$ cat src/rtl/cpu_types_pkg.sv
// cpu_types_pkg -- shared types for the memory-control hierarchy.
//
// Contents:
//   word_t       32-bit machine word
//   ramstate_t   RAM handshake state reported by the RAM model
//   arb_state_t  mem_arbiter FSM states (ARB, SERVE)
//   arb_src_t    registered grant: core index plus I/D class flag
//   is_done()    true when the RAM reports a completion (ACCESS or ERROR)
package cpu_types_pkg;

    typedef logic [31:0] word_t;

    typedef enum logic [1:0] {
        FREE   = 2'd0,
        BUSY   = 2'd1,
        ACCESS = 2'd2,
        ERROR  = 2'd3
    } ramstate_t;

    typedef enum logic {
        ARB   = 1'b0,
        SERVE = 1'b1
    } arb_state_t;

    // Wide enough for up to 16 cores; the arbiter only ever stores indices < CPUS.
    localparam int CORE_IDX_W = 4;
    typedef logic [CORE_IDX_W-1:0] core_idx_t;

    typedef struct packed {
        logic      is_d;   // 1 = dcache port, 0 = icache port
        core_idx_t core;
    } arb_src_t;

    function automatic logic is_done(input ramstate_t rs);
        return (rs == ACCESS) || (rs == ERROR);
    endfunction

endpackage

$ cat src/rtl/mem_arbiter_rr_pick.sv
// rr_pick -- combinational round-robin picker for one request class.
//
// Ports:
//   req    CPUS-wide request vector
//   last   index of the core granted last time in this class
//   gnt    one-hot grant: first requester strictly after 'last', wrapping
//   valid  at least one request present
module rr_pick
    import cpu_types_pkg::*;
#(
    parameter int CPUS = 2
) (
    input  logic      [CPUS-1:0] req,
    input  core_idx_t            last,
    output logic      [CPUS-1:0] gnt,
    output logic                 valid
);

    logic found;

    // Scan offsets 1..CPUS from the pointer; offset CPUS lands back on 'last'
    // itself, so a lone requester that was granted last time still wins.
    always_comb begin
        // NOTE: every variable written here gets a default first, so no path
        // leaves it unassigned and no latch is inferred.
        gnt   = '0;
        found = 1'b0;
        for (int off = 1; off <= CPUS; off++) begin
            for (int i = 0; i < CPUS; i++) begin
                if (!found && req[i] && (i == (int'(last) + off) % CPUS)) begin
                    gnt[i] = 1'b1;
                    found  = 1'b1;
                end
            end
        end
    end

    assign valid = |req;

endmodule

$ cat src/rtl/mem_arbiter.sv
// mem_arbiter -- memory-side responder for the cache_control_if protocol.
//
// Serialises icache fetches and dcache reads/writes from CPUS cores onto one
// single-ported RAM. dcache requests beat icache requests; each class is
// round-robin. A grant is held while the granted requester keeps its strobe
// up, so multi-word bursts run back to back with no ARB cycle between words.
//
// Ports:
//   CLK, RST            clock, synchronous active-high reset
//   iREN/iaddr          per-core icache request and word address
//   iwait/iload         per-core icache wait (low one cycle per word) and data
//   dREN/dWEN           per-core dcache read/write request
//   daddr/dstore        per-core dcache address and write data
//   dwait/dload         per-core dcache wait (low one cycle per word) and data
//   ramREN/ramWEN       RAM strobes (write wins if both requested)
//   ramaddr/ramstore    RAM address and write data
//   ramload/ramstate    RAM read data and handshake state
//   ram_err             one-cycle pulse on an ERROR completion
//
// Build option MEM_ARBITER_STATS_EN adds iwords/dwords (completed words per
// port, wrapping) and err_count (ERROR completions, saturating).
module mem_arbiter
    import cpu_types_pkg::*;
#(
    parameter int    CPUS         = 2,
    parameter word_t RAM_ERR_WORD = 32'hBAD1BAD1
) (
    input  logic                  CLK,
    input  logic                  RST,
    input  logic      [CPUS-1:0]  iREN,
    input  word_t     [CPUS-1:0]  iaddr,
    output logic      [CPUS-1:0]  iwait,
    output word_t     [CPUS-1:0]  iload,
    input  logic      [CPUS-1:0]  dREN,
    input  logic      [CPUS-1:0]  dWEN,
    input  word_t     [CPUS-1:0]  daddr,
    input  word_t     [CPUS-1:0]  dstore,
    output logic      [CPUS-1:0]  dwait,
    output word_t     [CPUS-1:0]  dload,
    output logic                  ramREN,
    output logic                  ramWEN,
    output word_t                 ramaddr,
    output word_t                 ramstore,
    input  word_t                 ramload,
    input  ramstate_t             ramstate,
`ifdef MEM_ARBITER_STATS_EN
    output word_t     [CPUS-1:0]  iwords,
    output word_t     [CPUS-1:0]  dwords,
    output logic      [15:0]      err_count,
`endif
    output logic                  ram_err
);

    arb_state_t state_q, state_d;
    arb_src_t   grant_q, grant_d;
    core_idx_t  dptr_q, dptr_d;
    core_idx_t  iptr_q, iptr_d;

    logic [CPUS-1:0] d_req, d_gnt, i_gnt;
    logic            d_valid, i_valid;
    core_idx_t       d_idx, i_idx;

    logic  g_ren, g_wen;
    word_t g_addr, g_store, rd_word;

    assign d_req = dREN | dWEN;

    rr_pick #(.CPUS(CPUS)) u_pick_d (
        .req   (d_req),
        .last  (dptr_q),
        .gnt   (d_gnt),
        .valid (d_valid)
    );

    rr_pick #(.CPUS(CPUS)) u_pick_i (
        .req   (iREN),
        .last  (iptr_q),
        .gnt   (i_gnt),
        .valid (i_valid)
    );

    always_comb begin
        d_idx = '0;
        i_idx = '0;
        for (int i = 0; i < CPUS; i++) begin
            if (d_gnt[i]) d_idx = core_idx_t'(i);
            if (i_gnt[i]) i_idx = core_idx_t'(i);
        end
    end

    // Mux the granted port's request fields; icache ports never write.
    always_comb begin
        g_ren   = 1'b0;
        g_wen   = 1'b0;
        g_addr  = '0;
        g_store = '0;
        for (int i = 0; i < CPUS; i++) begin
            if (grant_q.core == core_idx_t'(i)) begin
                if (grant_q.is_d) begin
                    g_ren   = dREN[i];
                    g_wen   = dWEN[i];
                    g_addr  = daddr[i];
                    g_store = dstore[i];
                end else begin
                    g_ren  = iREN[i];
                    g_addr = iaddr[i];
                end
            end
        end
    end

    always_ff @(posedge CLK) begin
        // NOTE: state registers use non-blocking assignments so every flop
        // samples the pre-edge values, independent of statement order.
        if (RST) begin
            state_q <= ARB;
            grant_q <= '0;
            dptr_q  <= '0;
            iptr_q  <= '0;
        end else begin
            state_q <= state_d;
            grant_q <= grant_d;
            dptr_q  <= dptr_d;
            iptr_q  <= iptr_d;
        end
    end

    always_comb begin
        state_d  = state_q;
        grant_d  = grant_q;
        dptr_d   = dptr_q;
        iptr_d   = iptr_q;
        iwait    = '1;
        dwait    = '1;
        iload    = '0;
        dload    = '0;
        ramREN   = 1'b0;
        ramWEN   = 1'b0;
        ramaddr  = '0;
        ramstore = '0;
        ram_err  = 1'b0;
        rd_word  = '0;

        unique case (state_q)
            ARB: begin
                if (d_valid) begin
                    grant_d = '{is_d: 1'b1, core: d_idx};
                    dptr_d  = d_idx;
                    state_d = SERVE;
                end else if (i_valid) begin
                    grant_d = '{is_d: 1'b0, core: i_idx};
                    iptr_d  = i_idx;
                    state_d = SERVE;
                end
            end

            SERVE: begin
                ramWEN   = g_wen;
                ramREN   = g_ren & ~g_wen;
                ramaddr  = g_addr;
                ramstore = g_store;

                // Completion is not gated by the strobe: a requester that
                // drops it in its completion cycle still gets the word.
                if (is_done(ramstate)) begin
                    ram_err = (ramstate == ERROR);
                    if (ramstate == ERROR) rd_word = RAM_ERR_WORD;
                    else if (!g_wen)       rd_word = ramload;
                    for (int i = 0; i < CPUS; i++) begin
                        if (grant_q.core == core_idx_t'(i)) begin
                            if (grant_q.is_d) begin
                                dwait[i] = 1'b0;
                                dload[i] = rd_word;
                            end else begin
                                iwait[i] = 1'b0;
                                iload[i] = rd_word;
                            end
                        end
                    end
                end

                // Lock: the grant persists while the requester holds a strobe.
                if (!(g_ren | g_wen)) state_d = ARB;
            end

            default: state_d = ARB;
        endcase
    end

`ifdef MEM_ARBITER_STATS_EN
    always_ff @(posedge CLK) begin
        if (RST) begin
            iwords    <= '0;
            dwords    <= '0;
            err_count <= '0;
        end else if (state_q == SERVE && is_done(ramstate)) begin
            for (int i = 0; i < CPUS; i++) begin
                if (grant_q.core == core_idx_t'(i)) begin
                    if (grant_q.is_d) dwords[i] <= dwords[i] + 32'd1;
                    else              iwords[i] <= iwords[i] + 32'd1;
                end
            end
            if (ramstate == ERROR && err_count != 16'hFFFF)
                err_count <= err_count + 16'd1;
        end
    end
`else
    // Statistics disabled: no counters and no extra ports.
`endif

endmodule

$ cat config.mk
export PLATFORM = sky130hd
export DESIGN_NAME = mem_arbiter
export DESIGN_NICKNAME = d
export VERILOG_FILES = /design/src/rtl/cpu_types_pkg.sv /design/src/rtl/mem_arbiter_rr_pick.sv /design/src/rtl/mem_arbiter.sv
export SDC_FILE = /design/constraint.sdc
export NUM_CORES = 1
export LEC_CHECK = 0
export CAP_MARGIN = 20
export CORE_AREA = 2 2 170 172
export DETAILED_ROUTE_END_ITERATION = 6
export DIE_AREA = 0 0 172 174
export PLACE_DENSITY_LB_ADDON = 0.25
export SLEW_MARGIN = 0
export SYNTH_ARGS = -nofsm -noshare
export SYNTH_HDL_FRONTEND = slang
export SYNTH_SLANG_ARGS = --single-unit
$ cat constraint.sdc
create_clock -name CLK -period 4.3 [get_ports CLK]
set_input_delay 1.29 -clock CLK [delete_from_list [all_inputs] [get_ports CLK]]
set_output_delay 1.29 -clock CLK [all_outputs]
set_load 0.02 [all_outputs]
Figure 1. Zoomed window (run 1).
The bar under the picture is 5 µm long. Region (119, 120) to (139, 140) µm. Cells in grey, sequential cells in the stronger grey; small squares are vias.
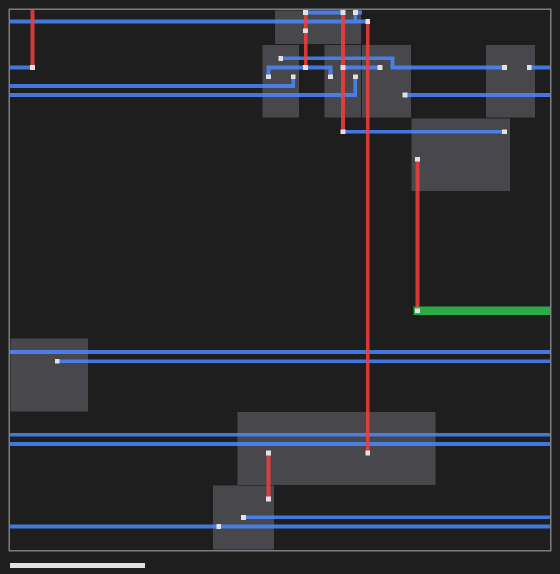
Blue stands for met1. Red stands for met2. Green stands for met3.
Most frequent: nor2_1 (2), clkbuf_2 (2). 7 logic cells have their middle in the window. Sequential cells in the window: 0.

Figure 2. Wire density map (run 1).
The die is cut into 34 by 35 equal tiles; white is low, dark blue is high, scaled to the fullest tile. Values are wire area over tile area, all layers added.
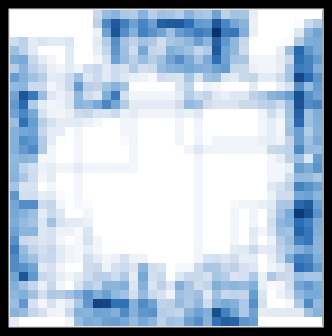
The mean over all tiles is 0.10. The densest ninth of the die: north. 14% of the tiles are over half the peak. The fullest tile reaches 0.46. The emptiest ninth of the die: centre. 29% of the tiles are nearly empty.
GRT Util Overall: 0.1153
wire per inst: 15.97 µm

==> impl_metrics.ini, run 1 <==
; physical design summary
[run_status]
status = completed

[yosys]
xor_share = 0
yosys.cell_types.count = 30
syn_nets = 590
top_cell = nor2_1
synth_flop_count = 5
synthSimpleGateAreaFrac = 0.4039

[layout]
fillers = 3157
comb_area_share = 0.3278
clock_area_frac = 0.01050
nNonClkBuffers = 466
clkbuf_count = 4
ff_count = 5
seq_share = 0.01450
num_antenna_cells = 1
logic_gate_count = 314

[setup_path]
slowest_stage = clkdlybuf4s50_1
ff2ff_path_depth = 4
cp_top_family = buffers and inverters
critPathArrivalTime_ns = 2.93
path_cells = clkdlybuf4s50_1 -> mux4_2 -> and2_1 -> clkdlybuf4s50_1
critPathCaptureType = primary output

[pwr]
p_leak_nw = 3.235
p_switching_mw = 0.3903
power_density_mw_per_mm2 = 138.1
clockPowerShare = 0.146
pg_seq_mw = 0.0735
switching_share = 0.3765
finalPower_mw = 1.037

[hold_path]
hp-start = iptr_q[0]

[global_routing]
grt_overflow = 0

[sta]
finalCritPeriodShare = 0.9825
setup_tns_ns = 0
worst_slack_ns = 0.07509
setup_viol = 0
clock_skew_ns = 0.0007237

[die]
ios = 433
initial_utilization = 0.09544

[detailed_routing]
routed_wl_um = 18760
wl_met1_um = 7037

[placement]
dp.cells = 1167
place_area_mm2 = 0.007624
dp_hpwl_um = 15760

[clock_network]
clock-sinks = 5
clock_latency_ns = 0.22

[job]
drv_cap = 0
Figure 3. Metal 1 (run 1).
The bar under the picture is 50 µm long.
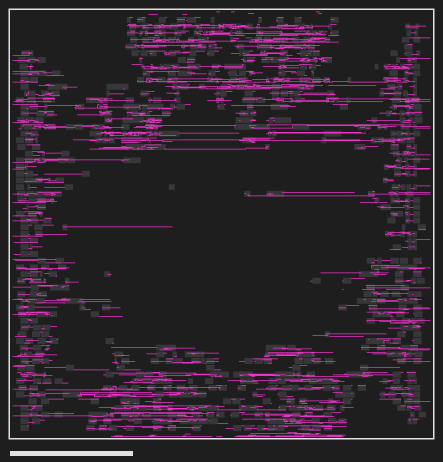
The wires run mostly horizontal. The layer carries 7040 µm of wire.
GR Layer Usage met1: 0.1253
vias post-DR: 4337

==> inputs of run 2 (changes only) <==
- SLEW_MARGIN: 0 -> unset
Figure 4. Metal 1 (run 2).
The bar under the picture is 50 µm long.
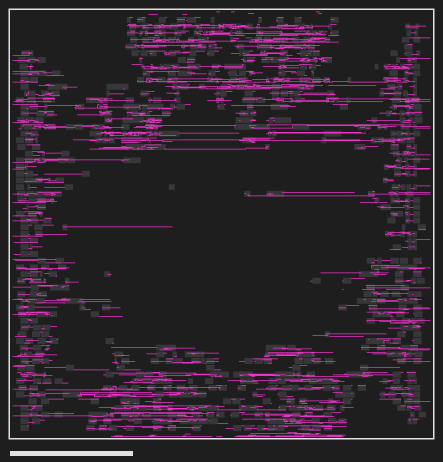
The longest straight run is 55.7 µm. The wires run mostly horizontal. The layer carries 7040 µm of wire. The layer holds 38% of the routed length.

Figure 5. Routed metal, one colour a layer (run 2).
The bar under the picture is 50 µm long. Only two layers are drawn.
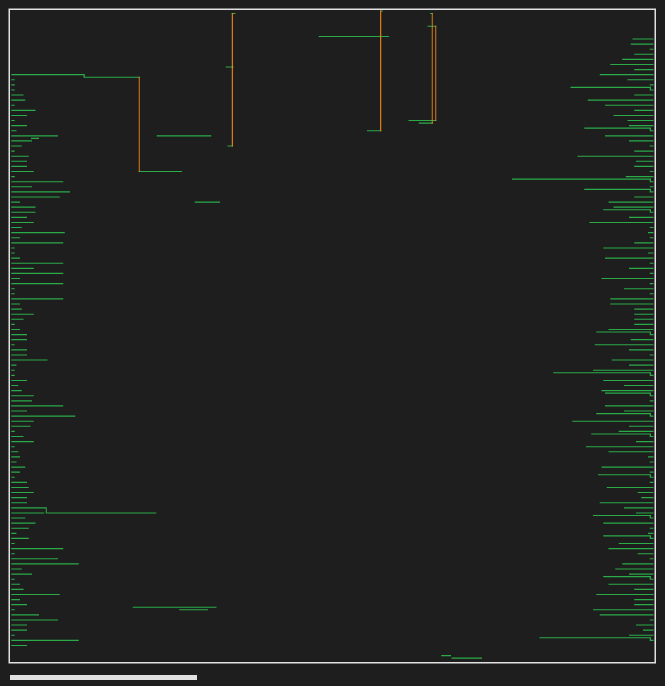
Orange stands for met4, wire length 147 µm. Green stands for met3, wire length 1770 µm.
WL final: 18760 µm

Figure 6. Wire density map (run 2).
The die is cut into 34 by 35 equal tiles; white is low, dark blue is high, scaled to the fullest tile. Values are wire area over tile area, all layers added.
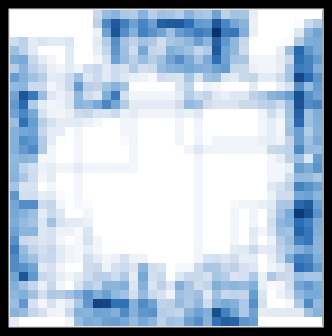
14% of the tiles are over half the peak. The fullest tile reaches 0.46. 29% of the tiles are nearly empty. The mean over all tiles is 0.10. The emptiest ninth of the die: centre. The densest ninth of the die: north.

==> impl_metrics.ini, run 2 <==
; physical design summary
[job]
drv_cap = 0

[layout]
nNonClkBuffers = 466
comb_area_share = 0.3278
logic_gate_count = 314
clkbuf_count = 4
clock_area_frac = 0.01050
fillers = 3157
num_antenna_cells = 1
ff_count = 5
seq_share = 0.01450

[global_routing]
grt_overflow = 0
grt_use_total = 0.1153
grt_pass1_wl_um = 26650
met1_usage = 0.1253

[pwr]
ir_worst_vdd_mv = 0.08112
power_density_mw_per_mm2 = 138.1
p_switching_mw = 0.3903
clockPowerShare = 0.146
finalPower_mw = 1.037
pg_seq_mw = 0.0735

[hold_path]
hp-start = iptr_q[0]
hold_end = iptr_q[0]

[die]
tap_cells = 384
ios = 433

[setup_path]
cp_top_family = buffers and inverters
critPathArrivalTime_ns = 2.93
ff2ff_path_depth = 4
slowest_stage = clkdlybuf4s50_1

[detailed_routing]
drtIter0Drc = 137
route.met3.wl_um = 1771
wl_met1_um = 7037
num_vias = 4337
firstDrtPassIters = 4
post_drt_wl_per_cell_um = 15.97

[sta]
setup_viol = 0
worst_slack_ns = 0.07509
setup_tns_ns = 0
worst_slew_pin_slew_ns = 0.4640
finalCritPeriodShare = 0.9825

[placement]
preCtsSetupSlack_ns = -0.3530
dp_hpwl_um = 15760
place_congestion = 0.8118
dp.cells = 1167
place_area_mm2 = 0.007624

[yosys]
yosys.cell_types.count = 30
synth_flop_count = 5
synthSimpleGateAreaFrac = 0.4039
syn_nets = 590
xor_share = 0
top_cell = nor2_1
largest_area_cell = mux4_2

[clock_network]
cts-resized-gates = 191
clock_latency_ns = 0.22
cts.clk_slew.worst_paths_ns = 0.03
clock-sinks = 5

[run_status]
status = completed
==> inputs of run 3 (changes only) <==
- CTS_BUF_LIST: unset -> sky130_fd_sc_hd__clkbuf_4 sky130_fd_sc_hd__clkbuf_8 sky130_fd_sc_hd__clkbuf_16
- GPL_ROUTABILITY_DRIVEN: unset -> 1
Figure 7. Wire density map (run 3).
The die is cut into 34 by 35 equal tiles; white is low, dark blue is high, scaled to the fullest tile. Values are wire area over tile area, all layers added.
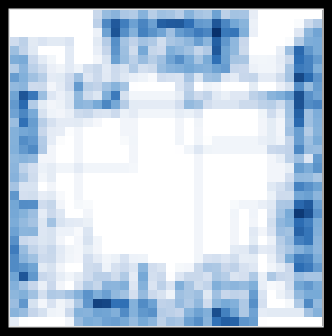
The fullest tile reaches 0.46. The mean over all tiles is 0.10. The emptiest ninth of the die: centre. 29% of the tiles are nearly empty. The densest ninth of the die: north. 14% of the tiles are over half the peak.

Figure 8. Metal 1 (run 3).
The bar under the picture is 50 µm long.
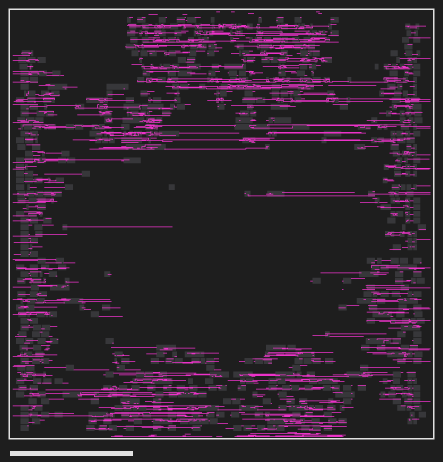
The layer carries 7040 µm of wire. The layer holds 38% of the routed length. 826 nets have wire on it. The wires run mostly horizontal. The longest straight run is 55.7 µm.

Figure 9. Routed metal, one colour a layer (run 3).
The bar under the picture is 50 µm long. Only two layers are drawn.
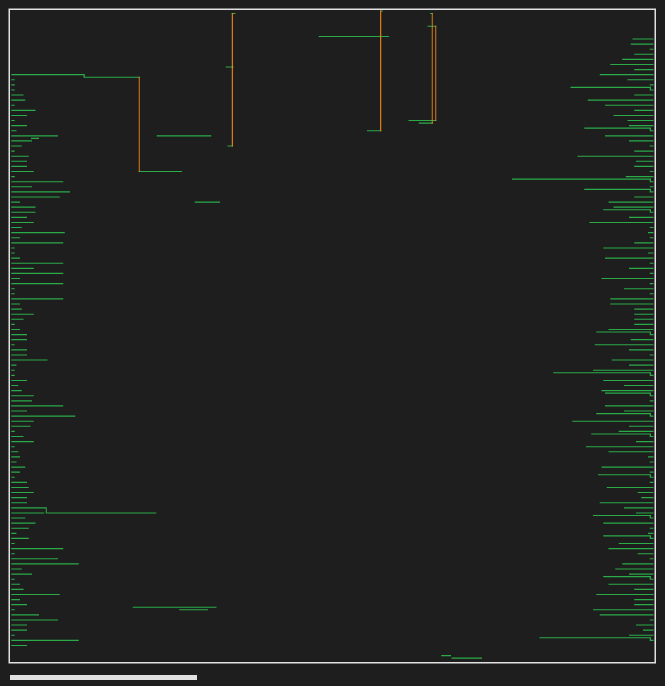
Orange stands for met4, wire length 147 µm. Green stands for met3, wire length 1770 µm.

==> impl_metrics.ini, run 3 <==
; physical design summary
[layout]
ff_count = 5
clock_area_frac = 0.01099
logic_gate_count = 314
comb_area_share = 0.3276
seq_share = 0.01449
nNonClkBuffers = 466

[setup_path]
cp_top_family = buffers and inverters
slowest_stage = clkdlybuf4s50_1
ff2ff_path_depth = 4
critPathArrivalTime_ns = 2.93
path_depth = 4
crit_required_ns = 3.01

[pwr]
p_switching_mw = 0.3904
pg_seq_mw = 0.0735
ir_worst_vdd_mv = 0.09094
finalPower_mw = 1.043
power_density_mw_per_mm2 = 138.8

[sta]
holdWs_ns = 0.4816
finalCritPeriodShare = 0.9825
setup_viol = 0
setup_tns_ns = 0
worst_slack_ns = 0.07509
worst_slew_pin_slew_ns = 0.4640

[yosys]
synthSimpleGateAreaFrac = 0.4039
syn_nets = 590
top_area_frac = 0.2758
yosys.cell_types.count = 30
xor_share = 0
largest_area_cell = mux4_2
top_cell = nor2_1
synth_flop_count = 5

[clock_network]
clk_path_buf_depth = 2
clock_latency_ns = 0.22
cts.clk_slew.worst_paths_ns = 0.03
cts-resized-gates = 191
clock-sinks = 5

[placement]
dp.cells = 1167
preCtsSetupSlack_ns = -0.3530
place_congestion = 0.8118
dp_hpwl_um = 15760
place_area_mm2 = 0.007624

[detailed_routing]
route.met3.wl_um = 1771
drtIter0Drc = 137
post_drt_wl_per_cell_um = 15.97
num_vias = 4337
routed_wl_um = 18760

[job]
drv_cap = 0
warnings = 27

[die]
ios = 433
tap_cells = 384

[hold_path]
hp-start = iptr_q[0]

[global_routing]
grt_overflow = 0
grt_use_total = 0.1153
grt_pass1_wl_um = 26650

[run_status]
status = completed
